--- src/rtl/npu_pkg.sv ---
// Shared numeric types, int8 limits and the requantisation rule for the NPU datapath.
// Latency: none (types, constants and a pure function only).
// Backpressure: not applicable.
package npu_pkg;

    localparam int ACC_W = 16;
    localparam int ACT_W = 8;

    typedef logic signed [ACC_W-1:0] acc_t;
    typedef logic signed [ACT_W-1:0] act_t;
    // One bit of headroom so the rounding offset can never wrap the accumulator.
    typedef logic signed [ACC_W:0]   acc_ext_t;

    localparam act_t INT8_MAX = act_t'(8'h7f);
    localparam act_t INT8_MIN = act_t'(8'h80);

    // Optional ReLU, then round-half-up arithmetic right shift, then int8 saturation.
    function automatic act_t requant(input acc_t acc, input logic [3:0] shift, input logic relu);
        acc_ext_t v;
        acc_ext_t rnd;
        v = acc_ext_t'(acc);
        if (relu && acc[ACC_W-1]) begin
            v = '0;
        end
        if (shift != 4'd0) begin
            rnd = acc_ext_t'(1) <<< (shift - 4'd1);
            v   = v + rnd;
            v   = v >>> shift;
        end
        if (v > acc_ext_t'(INT8_MAX)) begin
            return INT8_MAX;
        end else if (v < acc_ext_t'(INT8_MIN)) begin
            return INT8_MIN;
        end
        return v[ACT_W-1:0];
    endfunction

endpackage

--- src/rtl/mac_requant_drain_if.sv ---
// Activation stream from the requant drain toward the next-layer buffer or argmax.
// Latency: none (wires only).
// Backpressure: consumer holds out_ready low; head stays stable while out_valid is high.
interface mac_requant_drain_if #(
    parameter int IDX_W = 8
);
    npu_pkg::act_t    out_data;
    logic [IDX_W-1:0] out_idx;
    logic             out_valid;
    logic             out_ready;

    // Producer side: the drain stage.
    modport master (
        output out_data,
        output out_idx,
        output out_valid,
        input  out_ready
    );

    // Consumer side: next-layer input buffer or argmax stage.
    modport slave (
        input  out_data,
        input  out_idx,
        input  out_valid,
        output out_ready
    );
endinterface

--- src/rtl/sync_fifo.sv ---
// Generic single-clock FIFO; head is combinationally visible, no fall-through.
// Latency: a pushed entry appears at the head one cycle after the push.
// Backpressure: push while full is ignored unless a pop happens in the same cycle.
module sync_fifo #(
    parameter int WIDTH = 16,
    parameter int DEPTH = 4
) (
    input  logic             clk,
    input  logic             rst,
    input  logic             push,
    input  logic [WIDTH-1:0] push_data,
    input  logic             pop,
    output logic [WIDTH-1:0] pop_data,
    output logic             full,
    output logic             empty
);
    localparam int AW = $clog2(DEPTH);

    logic [WIDTH-1:0] mem [DEPTH];
    // Extra MSB on each pointer tells a full ring from an empty one.
    logic [AW:0]      wr_ptr;
    logic [AW:0]      rd_ptr;
    logic             do_push;
    logic             do_pop;

    assign empty   = (wr_ptr == rd_ptr);
    assign full    = (wr_ptr[AW] != rd_ptr[AW]) && (wr_ptr[AW-1:0] == rd_ptr[AW-1:0]);
    assign do_pop  = pop && !empty;
    // A pop frees a slot in the same cycle, so a push at full still lands.
    assign do_push = push && (!full || do_pop);

    // Empty FIFO presents zeros rather than stale storage.
    assign pop_data = empty ? '0 : mem[rd_ptr[AW-1:0]];

    // Pointer update; reset empties the FIFO.
    always_ff @(posedge clk) begin
        if (rst) begin
            wr_ptr <= '0;
            rd_ptr <= '0;
        end else begin
            if (do_push) begin
                wr_ptr <= wr_ptr + (AW+1)'(1);
            end
            if (do_pop) begin
                rd_ptr <= rd_ptr + (AW+1)'(1);
            end
        end
    end

    // Storage write; contents need no reset because the pointers gate visibility.
    always_ff @(posedge clk) begin
        if (do_push) begin
            mem[wr_ptr[AW-1:0]] <= push_data;
        end
    end

endmodule

--- src/rtl/mac_requant_drain.sv ---
// Counts MAC terms per neuron, captures the final accumulator, requantises to int8 and queues it with an index tag.
// Latency: out_valid rises 2 cycles after the last term cycle (FIFO previously empty).
// Backpressure: out_ready stalls the FIFO head; a result arriving at a full FIFO with no pop is dropped and sets sticky overflow.
module mac_requant_drain import npu_pkg::*; #(
    parameter int N_TERMS = 784,
    parameter int DEPTH   = 4,
    parameter int IDX_W   = 8
) (
    input  logic                    CLKEXT,
    input  logic                    RST_ACT,
    input  logic                    EN_MAC,
    input  logic                    RST_MAC,
    input  acc_t                    mac_result,
    input  logic [3:0]              shift,
    input  logic                    relu_en,
    mac_requant_drain_if.master     out_if,
    output logic                    overflow
);
    localparam int                CNT_W    = $clog2(N_TERMS + 1);
    localparam logic [CNT_W-1:0]  LAST_CNT = CNT_W'(N_TERMS - 1);
    localparam int                ENT_W    = IDX_W + ACT_W;

    logic [CNT_W-1:0] cnt;
    logic             last_term;
    logic             cap_pend;
    logic [IDX_W-1:0] idx;
    act_t             cap_act;
    logic [ENT_W-1:0] push_dat;
    logic [ENT_W-1:0] head_dat;
    logic             fifo_full;
    logic             fifo_empty;
    logic             pop;

    // The cycle in which the final term of the current neuron is accumulated.
    assign last_term = EN_MAC && !RST_MAC && (cnt == LAST_CNT);

    // Term counter and capture request; RST_MAC discards a partial neuron but never a pending capture.
    always_ff @(posedge CLKEXT) begin
        if (RST_ACT) begin
            cnt      <= '0;
            cap_pend <= 1'b0;
        end else begin
            cap_pend <= last_term;
            if (RST_MAC) begin
                cnt <= '0;
            end else if (EN_MAC) begin
                cnt <= last_term ? '0 : cnt + CNT_W'(1);
            end
        end
    end

    // Capture stage: the MAC register shows the final sum one cycle after the last term,
    // so shift/relu_en are sampled with it and the requantised value is written straight
    // into the FIFO at the end of that cycle; the FIFO entry acts as the capture register.
    assign cap_act  = requant(mac_result, shift, relu_en);
    assign push_dat = {idx, cap_act};

    // Neuron index advances on every completed neuron, dropped or not, so gaps reveal losses.
    always_ff @(posedge CLKEXT) begin
        if (RST_ACT) begin
            idx <= '0;
        end else if (cap_pend) begin
            idx <= idx + IDX_W'(1);
        end
    end

    // Sticky drop flag: a completed neuron found the FIFO full with no pop to make room.
    always_ff @(posedge CLKEXT) begin
        if (RST_ACT) begin
            overflow <= 1'b0;
        end else if (cap_pend && fifo_full && !pop) begin
            overflow <= 1'b1;
        end
    end

    assign pop = out_if.out_valid && out_if.out_ready;

    sync_fifo #(
        .WIDTH (ENT_W),
        .DEPTH (DEPTH)
    ) u_fifo (
        .clk       (CLKEXT),
        .rst       (RST_ACT),
        .push      (cap_pend),
        .push_data (push_dat),
        .pop       (pop),
        .pop_data  (head_dat),
        .full      (fifo_full),
        .empty     (fifo_empty)
    );

    assign out_if.out_valid = !fifo_empty;
    assign out_if.out_idx   = head_dat[ENT_W-1:ACT_W];
    assign out_if.out_data  = head_dat[ACT_W-1:0];

endmodule

--- src/flat_wrapper.sv ---
// flat-port wrapper written by rule: the top's interface ports become plain ports
module mac_requant_drain_flat import npu_pkg::*;
#(
    parameter int N_TERMS = 784,
    parameter int DEPTH   = 4,
    parameter int IDX_W   = 8
)
  (CLKEXT, RST_ACT, EN_MAC, RST_MAC, mac_result, shift, relu_en, overflow, out_if_out_data, out_if_out_idx, out_if_out_valid, out_if_out_ready);
  mac_requant_drain_if #(.IDX_W(IDX_W)) out_if_i ();
  input  logic CLKEXT;
  input  logic RST_ACT;
  input  logic EN_MAC;
  input  logic RST_MAC;
  input  acc_t mac_result;
  input  logic [3:0] shift;
  input  logic relu_en;
  output logic overflow;
  output wire logic [$bits(out_if_i.out_data)-1:0] out_if_out_data;
  output wire logic [$bits(out_if_i.out_idx)-1:0] out_if_out_idx;
  output wire logic [$bits(out_if_i.out_valid)-1:0] out_if_out_valid;
  input wire logic [$bits(out_if_i.out_ready)-1:0] out_if_out_ready;
  assign out_if_out_data = out_if_i.out_data;
  assign out_if_out_idx = out_if_i.out_idx;
  assign out_if_out_valid = out_if_i.out_valid;
  assign out_if_i.out_ready = out_if_out_ready;
  mac_requant_drain #(.N_TERMS(N_TERMS), .DEPTH(DEPTH), .IDX_W(IDX_W)) u_core (.CLKEXT(CLKEXT), .RST_ACT(RST_ACT), .EN_MAC(EN_MAC), .RST_MAC(RST_MAC), .mac_result(mac_result), .shift(shift), .relu_en(relu_en), .out_if(out_if_i), .overflow(overflow));
endmodule
--- config.mk ---
export PLATFORM = sky130hd
export DESIGN_NAME = mac_requant_drain_flat
export DESIGN_NICKNAME = d
export VERILOG_FILES = /design/src/rtl/npu_pkg.sv /design/src/rtl/mac_requant_drain_if.sv /design/src/rtl/sync_fifo.sv /design/src/rtl/mac_requant_drain.sv /design/src/flat_wrapper.sv
export SDC_FILE = /design/constraint.sdc
export NUM_CORES = 1
export LEC_CHECK = 0
export CAP_MARGIN = 40
export CORE_UTILIZATION = 54
export CTS_CLUSTER_DIAMETER = 120
export DETAILED_ROUTE_END_ITERATION = 8
export PLACE_DENSITY_LB_ADDON = 0.05
export SLEW_MARGIN = 20
export SYNTH_ARGS = -nofsm -noshare
export SYNTH_HDL_FRONTEND = slang
export SYNTH_SLANG_ARGS = --single-unit
--- constraint.sdc ---
create_clock -name CLKEXT -period 4.51 [get_ports CLKEXT]
set_clock_uncertainty 0.1 [all_clocks]
set_input_delay 0.451 -clock CLKEXT [delete_from_list [all_inputs] [get_ports CLKEXT]]
set_output_delay 0.451 -clock CLKEXT [all_outputs]
set_load 0.01 [all_outputs]
Fig. 1: run 1, clock wiring as the flow saved it
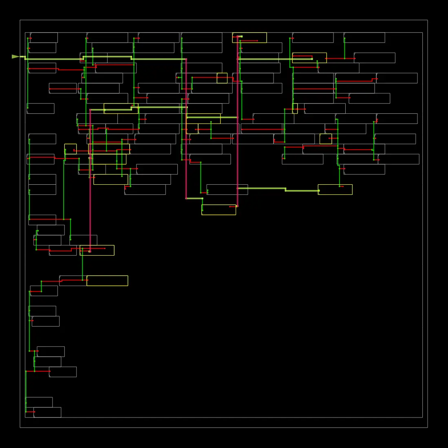
seq_cells: 92
insertion delay at the late pin of the worst-skew pair: 0.34 ns
Clock Buffer Count: 10

Fig. 2: run 1, floorplan with the power grid
Drawn at 3 px/um. Pins as bars on the die edge. Tap cells in gray.
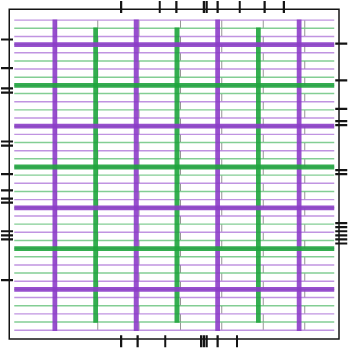
- VDD: green
- VSS: purple
- tap cells: 140
- rows: 38
- signal pins: 44
- met4 straps: 7

Fig. 3: run 1, signal wires on met3
Drawn at 2 px/um.
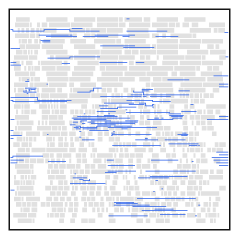
- nets with wire on the layer: 112
- longest straight run: 29.0 um
- wire length on this layer: 1320 um
- share of all routed wire: 7.2%

Fig. 4: run 1, signal wires on met2
Drawn at 2 px/um.
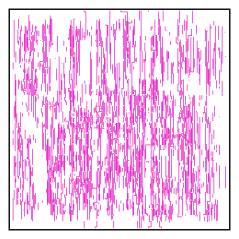
- longest straight run: 36.0 um
- wire length on this layer: 8330 um
- main direction: vertical
- nets with wire on the layer: 736

==> results.ini, run 1 <==
[final_timing]
hold-worst-slack_ns=0.3849
max_freq_mhz=225.0
totalNegativeSetupSlack_ns=0
max-slew-margin-rel_pct=45.26
setup_viol_count_final=0

[clock_network]
cts.root.buffer_cell=sky130_fd_sc_hd__clkbuf_16
cts_repair_resize_count=0

[flow_run]
openroad.warnings=30

[placed_design]
portBuffers=43
dpl.hpwl_um=13790

[power_and_ir_drop]
power_switching_mw=0.5460
post-layout-total-power_mw=2.135
power_leakage_nw=3.242
comb-power_mw=0.431

[route]
m1WireLength_um=8109
route.detailed.drc=0
initial_drc_count=596
wl_per_cell_um=19.50

[cells_and_area]
largest_register_ffs=64
clockNetworkAreaShare_pct=3.974
layout.nonclk_buf_share_pct=18.10
comb-cell-share_pct=44.15

[synthesis]
synth_top_cell_by_area=sky130_fd_sc_hd__edfxtp_1
yosys-stat-cells=639
synth_sequential_area_ratio_pct=39.82
yosys_warnings=0
synth_area_per_cell_um2=9.757
synth_async_sr_flop_share_pct=0
netlist_instances=639
post_synth_instance_area_um2=6235
yosys_area_um2=6235
syn_nets=689

[floorplanning]
fp_util_pct=56.52
boundaryPins=44
fp-row-count=38

[global_route]
first_global_vias=5538

[min_path]
min_from=u_core.overflow$_SDFFE_PP0P_
hold_end=u_core.overflow$_SDFFE_PP0P_

[setup_path]
crit_required_ns=4.48
path_delay_family=AND-OR/OR-AND gates

[run_status]
status=finished, final reports clean

Fig. 5: run 1, signal wires by layer
Drawn at 3 px/um.
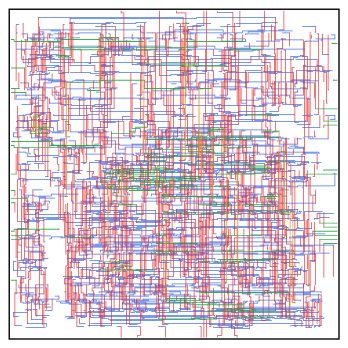

==> run 1 -> run 2 <==
--- a/config.mk
+++ b/config.mk
@@ -9,7 +9,7 @@
 export CORE_UTILIZATION = 54
 export CTS_CLUSTER_DIAMETER = 120
 export DETAILED_ROUTE_END_ITERATION = 8
-export PLACE_DENSITY_LB_ADDON = 0.05
+export PLACE_DENSITY = 0.87
 export SLEW_MARGIN = 20
 export SYNTH_ARGS = -nofsm -noshare
 export SYNTH_HDL_FRONTEND = slang
Fig. 6: run 2, signal wires by layer
Drawn at 3 px/um.
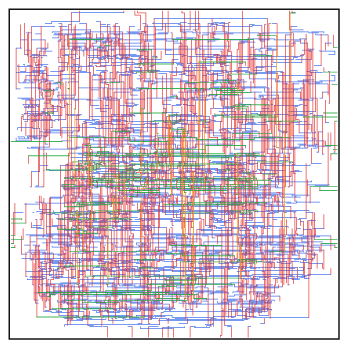
- M3: green (wire length 1800 um)
- M4: orange (wire length 650 um)
- M2: red (wire length 9240 um)
- M1: blue (wire length 8160 um)
Post-Route WL: 19840 um
Routed WL per cell: 20.91 um

Fig. 7: run 2, floorplan with the power grid
Drawn at 3 px/um. Pins as bars on the die edge. Tap cells in gray.
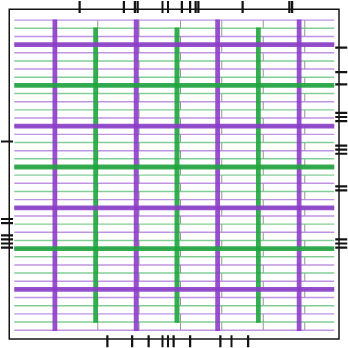
- VDD: green
- VSS: purple
- signal pins: 44
- rows: 38
- met4 straps: 7
- met1 rails: 39
- met5 straps: 7

==> results.ini, run 2 <==
[run_status]
status=finished, final reports clean

[flow_run]
openroad.warnings=31  ; +3.3%

[synthesis]
post_synth_instance_area_um2=6235  ; unchanged
synth_top_cell_by_area=sky130_fd_sc_hd__edfxtp_1
synth_sequential_area_ratio_pct=39.82  ; unchanged
yosys_area_um2=6235  ; unchanged
yosys_warnings=0  ; unchanged
netlist_instances=639  ; unchanged
yosys-stat-cells=639  ; unchanged
synth_area_per_cell_um2=9.757  ; unchanged
mux_area_share_pct=7.586

[power_and_ir_drop]
seq_power_mw=0.902
comb-power_mw=0.457  ; +6.0%
power_leakage_nw=3.324  ; +2.5%
power_switching_mw=0.5547  ; +1.6%

[route]
initial_drc_count=569  ; -4.5%
route.detailed.drc=0  ; unchanged
m1WireLength_um=8155  ; +0.57%

[global_route]
global_route_track_usage_on_met1_pct=46.30
grt_start_max_net_pins=35
first_global_vias=5634  ; +1.7%

[clock_network]
clock_sink_count=92
cts_repair_resize_count=1  ; +1
worstSkewPairLatency_ns=0.34  ; about the same
tritoncts=done

[cells_and_area]
flops=92  ; unchanged
comb-cell-share_pct=44.18  ; about the same
n_clock_buffer=9  ; -1
clockNetworkAreaShare_pct=3.529  ; -0.44 points
layout.nonclk_buf_share_pct=19.07  ; +0.97 points
register_area_um2=2482
largest_register_ffs=64  ; unchanged

[setup_path]
crit_required_ns=4.59  ; +0.11 ns
arrival_ns=4.54
critical_path_peak_fanout=11
path_delay_family=AND-OR/OR-AND gates

[min_path]
worstHoldPathType=reg -> reg
hold_end=u_core.overflow$_SDFFE_PP0P_
min_from=u_core.overflow$_SDFFE_PP0P_

[placed_design]
portBuffers=43  ; unchanged
dpl.hpwl_um=14250  ; +3.3%

[final_timing]
hold-worst-slack_ns=0.4123  ; +0.02750 ns
setup_viol_count_final=0  ; unchanged
rsz_0062_raised_after_global_routing=yes
totalNegativeSetupSlack_ns=0  ; unchanged
max-slew-margin-rel_pct=44.85  ; -0.41 points

[floorplanning]
fp_util_pct=56.52  ; unchanged
fp-row-count=38  ; unchanged

